[src/rtl/multi_read_reg_file.sv]
// 1-write / NUM_RD-read register file with per-port collision flags, optional
// write-to-read bypass, read-valid strobes and a sequenced flush sweep.
module multi_read_reg_file #(
    parameter int DATA_WIDTH = 16,
    parameter int ADDR_WIDTH = 5,
    parameter int NUM_RD     = 4,
    parameter int BYPASS     = 1
) (
    input  logic                         clk,
    input  logic                         resetn,
    input  logic [DATA_WIDTH-1:0]        din,
    input  logic [ADDR_WIDTH-1:0]        wad,
    input  logic                         wen,
    input  logic [NUM_RD-1:0]            ren,
    input  logic [NUM_RD*ADDR_WIDTH-1:0] rad,
    output logic [NUM_RD*DATA_WIDTH-1:0] dout,
    output logic [NUM_RD-1:0]            dout_vld,
    output logic [NUM_RD-1:0]            collision,
    input  logic                         flush,
    output logic                         busy
);

    localparam int DEPTH = 2 ** ADDR_WIDTH;

    typedef enum logic {
        IDLE,
        FLUSH
    } state_t;

    state_t                         state_q;
    logic [ADDR_WIDTH-1:0]          cnt_q;
    logic                           busy_q;
    logic [DEPTH-1:0]               written_q;
    logic [DATA_WIDTH-1:0]          mem_q [DEPTH];
    logic [NUM_RD*DATA_WIDTH-1:0]   dout_q, dout_d;
    logic [NUM_RD-1:0]              vld_q, vld_d;
    logic [NUM_RD-1:0]              coll_q, coll_d;
    logic                           accept;
    logic                           wr_fire;
    logic [ADDR_WIDTH-1:0]          rd_addr;

    // A flush sampled in IDLE takes priority over any write or read that cycle.
    assign accept  = (state_q == IDLE) && !flush;
    assign wr_fire = accept && wen;

    always_comb begin
        dout_d  = dout_q;
        vld_d   = '0;
        coll_d  = '0;
        rd_addr = '0;
        if (accept) begin
            for (int i = 0; i < NUM_RD; i++) begin
                rd_addr = rad[i*ADDR_WIDTH +: ADDR_WIDTH];
                if (ren[i]) begin
                    if (wen && (rd_addr == wad)) begin
                        if (BYPASS != 0) begin
                            dout_d[i*DATA_WIDTH +: DATA_WIDTH] = din;
                            vld_d[i] = 1'b1;
                        end else begin
                            coll_d[i] = 1'b1;
                        end
                    end else if (written_q[rd_addr]) begin
                        dout_d[i*DATA_WIDTH +: DATA_WIDTH] = mem_q[rd_addr];
                        vld_d[i] = 1'b1;
                    end
                end
            end
        end
    end

    always_ff @(posedge clk or negedge resetn) begin
        if (!resetn) begin
            state_q   <= IDLE;
            cnt_q     <= '0;
            busy_q    <= 1'b0;
            written_q <= '0;
            dout_q    <= '0;
            vld_q     <= '0;
            coll_q    <= '0;
        end else begin
            dout_q <= dout_d;
            vld_q  <= vld_d;
            coll_q <= coll_d;
            case (state_q)
                IDLE: begin
                    if (flush) begin
                        state_q <= FLUSH;
                        busy_q  <= 1'b1;
                        cnt_q   <= '0;
                    end else if (wen) begin
                        written_q[wad] <= 1'b1;
                    end
                end
                FLUSH: begin
                    written_q[cnt_q] <= 1'b0;
                    cnt_q            <= cnt_q + 1'b1;
                    if (cnt_q == ADDR_WIDTH'(DEPTH - 1)) begin
                        busy_q  <= 1'b0;
                        state_q <= IDLE;
                    end
                end
                default: state_q <= IDLE;
            endcase
        end
    end

    // Storage carries no reset; the written bitmap masks stale contents.
    always_ff @(posedge clk) begin
        if (wr_fire) begin
            mem_q[wad] <= din;
        end else if (state_q == FLUSH) begin
            mem_q[cnt_q] <= '0;
        end
    end

    assign dout      = dout_q;
    assign dout_vld  = vld_q;
    assign collision = coll_q;
    assign busy      = busy_q;

endmodule

[config.mk]
export PLATFORM = sky130hd
export DESIGN_NAME = multi_read_reg_file
export DESIGN_NICKNAME = d
export VERILOG_FILES = /design/src/rtl/multi_read_reg_file.sv
export SDC_FILE = /design/constraint.sdc
export NUM_CORES = 1
export LEC_CHECK = 0
export ABC_CLOCK_PERIOD_IN_PS = 5300
export CORE_MARGIN = 2
export CORE_UTILIZATION = 45
export DETAILED_ROUTE_END_ITERATION = 12
export SLEW_MARGIN = 20
export SYNTH_ARGS = -nofsm -noshare
export SYNTH_HDL_FRONTEND = slang
export SYNTH_SLANG_ARGS = --single-unit
[constraint.sdc]
create_clock -name clk -period 5.3 [get_ports clk]
set_clock_uncertainty 0.2 [all_clocks]
set_input_delay 1.06 -clock clk [delete_from_list [all_inputs] [get_ports clk]]
set_output_delay 1.06 -clock clk [all_outputs]
set_load 0.05 [all_outputs]
### I/O pins on the die edge, run 1

Drawn at 1.5 px/um. Pins as bars across the die edge, other pins in gray.
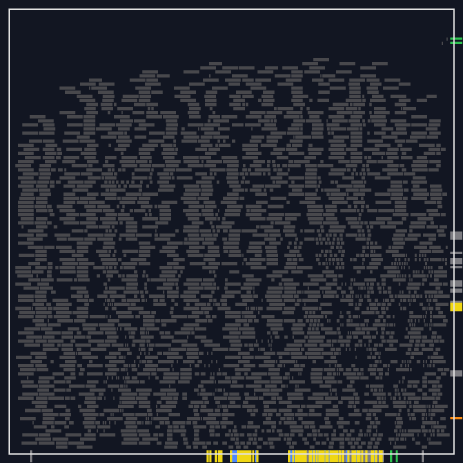
| color | port | pins | direction | edge |
|---|---|---|---|---|
| blue | `din` | 16 | input | bottom |
| green | `collision` | 4 | output | 2 bottom, 2 right |
| orange | `resetn` | 1 | input | right |
| yellow | `dout` | 64 | output | 60 bottom, 4 right |

### Placement view, run 1

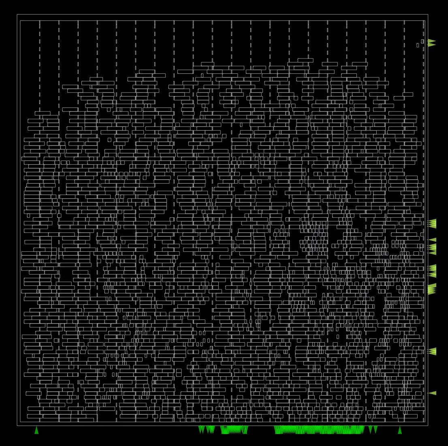
fraction of area in registers: 0.416
Well-Tap Cells: 1134
Flops: 619
Filler cells: 6831
fin cells: 3647

==> qor.csv, run 1 <==
stage;metric;value;unit
layout;nets@finish;2514;
timing;final hold vios;0;
synth;simple share;0.0392;
setup_path;Worst setup startpoint;rad[14];
placed_design;IO Port Bufs;117;
layout;logic share of the area;0.440;
die;fp_density;0.456;
synth;fa+ha+maj area frac;0.00164;
timing;Slew HR;0.164;
setup_path;Buf/Inv on CP;1;
synth;Synth Seq Share;0.472;
power_and_ir_drop;Comb pwr share;0.326;
timing;fin crit period;4.06;ns
die;die width;296;um
drt;metal3 WL;14100;um
clock_tree;clock root buffer;clkbuf_16;
layout;Commonest Layout Cell;mux4_2;
grt;largest net degree at the start of global routing;75;
setup_path;reg2reg end;mem_q[30][12];
timing;Setup TNS;0;ns
run;MaxCap Viol Count;0;
run;Tool Warnings;29;
power_and_ir_drop;Flop+latch power;7.15;mW
layout;logic area;19100;um^2
die;# rows;106;
setup_path;CP delay by family, top;AND-OR/OR-AND gates;
placed_design;Final GP Congestion;0.959;
setup_path;Reg-to-Reg Start;state_q;
min_path;Hold Crit Class;input pin to asynchronous set/reset pin;
synth;syn avg cell area;16.2;um^2
layout;top cell category;multi-input combinational cells;
clock_tree;hold_buf cts;0;
grt;vias in the first global route;25900;
clock_tree;Worst-path clk slew;0.06;ns
setup_path;Crit path largest cell delay;1.01;ns
power_and_ir_drop;Power Dens Cells;418;nW/um^2
power_and_ir_drop;sw power;6.53;mW
drt;top layer in use;met5;
synth;XORs/XNORs by Area;0.00939;
clock_tree;Clock Latency Late Sink;0.65;ns
timing;WHS;0.256;ns
layout;Layout clock area frac;0.0537;
timing;final setup violation count;0;
layout;Biggest register;mem_q;
drt;met2 routed WL;65700;um
layout;Non-clock inverters;24;
clock_tree;clock buffer depth;3;
drt;WL final;139000;um
die;die height;296;um
grt;initial antenna violation count;1;
grt;first-pass GRT wire length;195000;um
status;status;completed;
power_and_ir_drop;Top pwr grp;sequential cells;
setup_path;CP Launch Type;input pin;
setup_path;Critical Path RT;5.68;ns
synth;Ys Warns;0;
clock_tree;CTS Buf Count;71;
setup_path;CP Data Arrival Time;4.43;ns
drt;DRC viols;0;
synth;yosys aoi share;0.0494;
setup_path;stages on the worst setup path;7;
layout;synthesis-to-finish area growth;13.3;%
timing;fin crit share;0.766;
placed_design;dpl cells;3521;
layout;nonclk buf count;245;
clock_tree;CTS tree;built;
setup_path;Worst Setup EP;dout[44];
### Close-up of the layout, run 1

Region (128, 128) to (168, 168) um. Cells in gray, sequential cells in the stronger gray; small squares are vias.
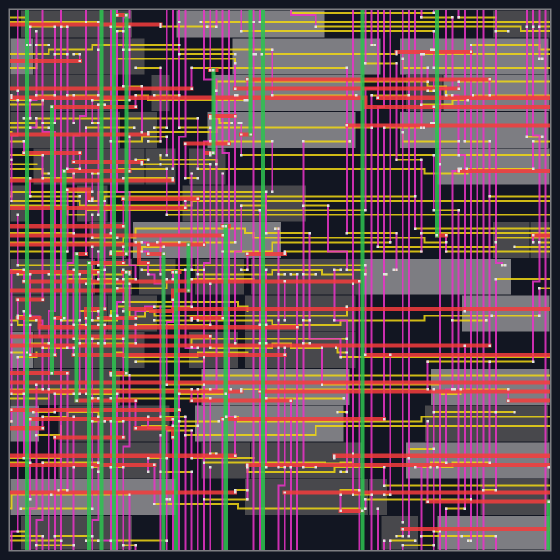
| color | layer |
|---|---|
| red | metal 3 |
| green | metal 4 |
| yellow | metal 1 |
| magenta | metal 2 |
netlist names of flops here include: `mem_q` (17)
most frequent: mux4_2 (17), edfxtp_1 (17)
cells with their middle in the window: 54
sequential cells in the window: 17

-- run 1: Yosys cell counts, drive strengths merged (8+ instances only) --
master / count / area, um^2
mux4: 536 / 12100
edfxtp: 512 / 15400
mux2i: 229 / 2330
nand2: 192 / 723
buf: 151 / 880
o22ai: 137 / 857
dfrtp: 107 / 2680
clkbuf: 75 / 282
mux2: 65 / 732
a211oi: 64 / 480
nor2: 46 / 173
a21oi: 39 / 240
o21ai: 37 / 185
xnor2: 30 / 263
inv: 24 / 90.1
nand2b: 19 / 119
xor2: 11 / 96.3
nand3: 10 / 50.1
nor2b: 10 / 62.6
or3b: 9 / 78.8
nor3b: 8 / 60.1
## Run 2: what changed since run 1
Settings changed: ABC_CLOCK_PERIOD_IN_PS 5300 to 3900.
Clock period 5.3 ns to 3.9 ns, I/O delays scaled along.
### Close-up of the layout, run 2

Region (128, 128) to (168, 168) um. Cells in gray, sequential cells in the stronger gray; small squares are vias.
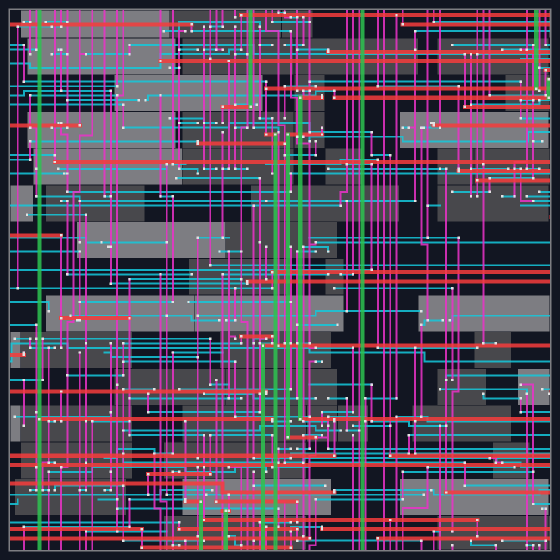
| color | layer |
|---|---|
| green | metal 4 |
| red | metal 3 |
| magenta | metal 2 |
| cyan | metal 1 |
netlist names of flops here include: `mem_q` (12)
cells with their middle in the window: 49
sequential cells in the window: 12
most frequent: mux4_2 (18), edfxtp_1 (12), o22ai_1 (7)

### I/O pins on the die edge, run 2

Drawn at 1.5 px/um. Pins as bars across the die edge, other pins in gray.
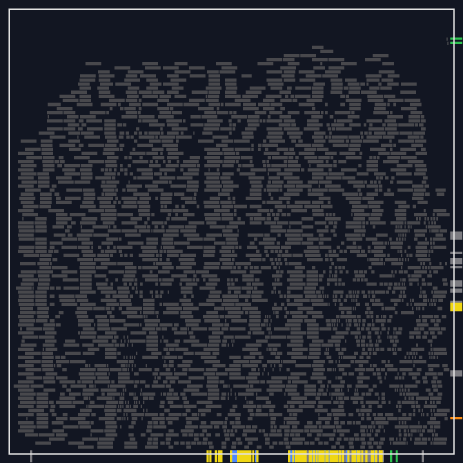
| color | port | pins | direction | edge |
|---|---|---|---|---|
| blue | `din` | 16 | input | bottom |
| orange | `resetn` | 1 | input | right |
| yellow | `dout` | 64 | output | 60 bottom, 4 right |
| green | `collision` | 4 | output | 2 bottom, 2 right |
all pins by edge: 97 bottom, 25 right

==> run 2 against run 1 <==
Against the previous run: sequential share of layout area is 1.3 points lower; core utilization is 1.6 points higher; clock power is 39% higher; via count is 2.6% higher; synthesized cell count stayed put; final area is 3.2% higher; register-to-register slack worse by 0.78 ns; critical path type is now flop to flop; largest cell class unchanged; largest power group unchanged.
==> qor.csv, run 2 <==
stage;metric;value;unit
grt;largest net degree at the start of global routing;58;
timing;worst slew pin tran;1.04;ns
synth;ys flop type;edfxtp_1;
synth;Synth Seq Share;0.472;
drt;Pre-antenna DRT Iters;8;
layout;Flops;619;
layout;fin cells;3766;
setup_path;Worst setup startpoint;state_q;
placed_design;IO Port Bufs;117;
synth;top-count cell post-synth;mux4_2;
setup_path;CP delay by family, top;simple AND/OR/NAND/NOR gates;
clock_tree;clock buffer depth;3;
clock_tree;hold_buf cts;0;
clock_tree;clock root buffer;clkbuf_16;
timing;final setup violation count;0;
die;die width;296;um
grt;vias in the first global route;26500;
timing;fin crit share;0.851;
timing;Slew HR;0.306;
layout;Layout clock area frac;0.0541;
clock_tree;CTS Buf Count;72;
drt;DRC viols;0;
clock_tree;CTS tree;built;
setup_path;reg2reg end;mem_q[16][15];
synth;simple share;0.0392;
die;fp_density;0.456;
synth;Ys Warns;0;
setup_path;CP Launch Type;flop;
setup_path;Reg-to-Reg Start;state_q;
setup_path;stages on the worst setup path;5;
layout;Non-clock inverters;24;
layout;logic share of the area;0.426;
synth;fa+ha+maj area frac;0.00164;
layout;register area;18100;um^2
placed_design;dpl cells;3634;
layout;nonclk buf count;358;
setup_path;Crit path largest cell delay;0.65;ns
status;status;completed;
synth;XORs/XNORs by Area;0.00939;
layout;nets@finish;2628;
layout;top cell category;multi-input combinational cells;
run;Tool Warnings;29;
synth;syn avg cell area;16.2;um^2
synth;Synth top area share;0.402;
grt;first-pass GRT wire length;199000;um
drt;WL final;141000;um
layout;logic area;19000;um^2
timing;fin crit period;3.32;ns
synth;post-synth top area cell;edfxtp_1;
synth;yosys aoi share;0.0494;
power_and_ir_drop;Power Dens Cells;564;nW/um^2
layout;Filler cells;6773;
clock_tree;Worst-path clk slew;0.06;ns
min_path;Hold Crit Class;input pin to asynchronous set/reset pin;
clock_tree;CTS Sinks;619;
synth;top cells by count;mux4_2, edfxtp_1, mux2i_1;
setup_path;CP Data Arrival Time;3.44;ns
clock_tree;Clock Latency Late Sink;0.65;ns
timing;final hold vios;0;
die;die height;296;um
run;MaxCap Viol Count;0;
layout;fraction of area in registers;0.404;
setup_path;Worst Setup EP;mem_q[16][15];
layout;Non-clock buffer share;0.0826;
placed_design;Placement Cell Area;42300;um^2
synth;Synth area leaders;edfxtp_1, mux4_2, dfrtp_1;
clock_tree;H-tree depth;3;
placed_design;Final GP Congestion;0.967;
setup_path;Buf/Inv on CP;2;
grt;initial antenna violation count;1;
timing;WHS;0.0312;ns
setup_path;Critical Path RT;4.02;ns
setup_path;CP Cell Sequence;buf_4 > mux2i_4 > nand2_1 > nor2_2 > buf_4;
die;Well-Tap Cells;1134;
layout;synthesis-to-finish area growth;16.9;%
timing;Setup TNS;0;ns
die;# rows;106;
[run 2: cell counts after synthesis]
No cell type changed its count.
[run 2: cells by family (layout without fill, tap and decap cells)]
group	Yosys count	after routing
multiplexers	830	830
flip-flops	619	619
AND/OR/NAND/NOR	329	329
AND-OR/OR-AND	290	290
buffers and inverters	250	514
XOR/XNOR	41	41
adder cells (fa/ha/maj)	5	5
other	1	4
[run 2: routing by layer]
metal | track usage | share of wire | up-vias
met1 | 0.430 | 0.36 | 13800
met2 | 0.508 | 0.46 | 1938
met5 | 0 | 0 | -
li1 | - | - | 10400
met4 | 0.181 | 0.066 | 0
met3 | 0.0744 | 0.11 | 451
[run 2: where the power goes]
group | switching [mW] | internal, mW
Sequential | 1.07 | 8.57
Combinational | 5.09 | 3.44
Clock | 2.93 | 4.12
Power is estimated from default activity; no workload was simulated.
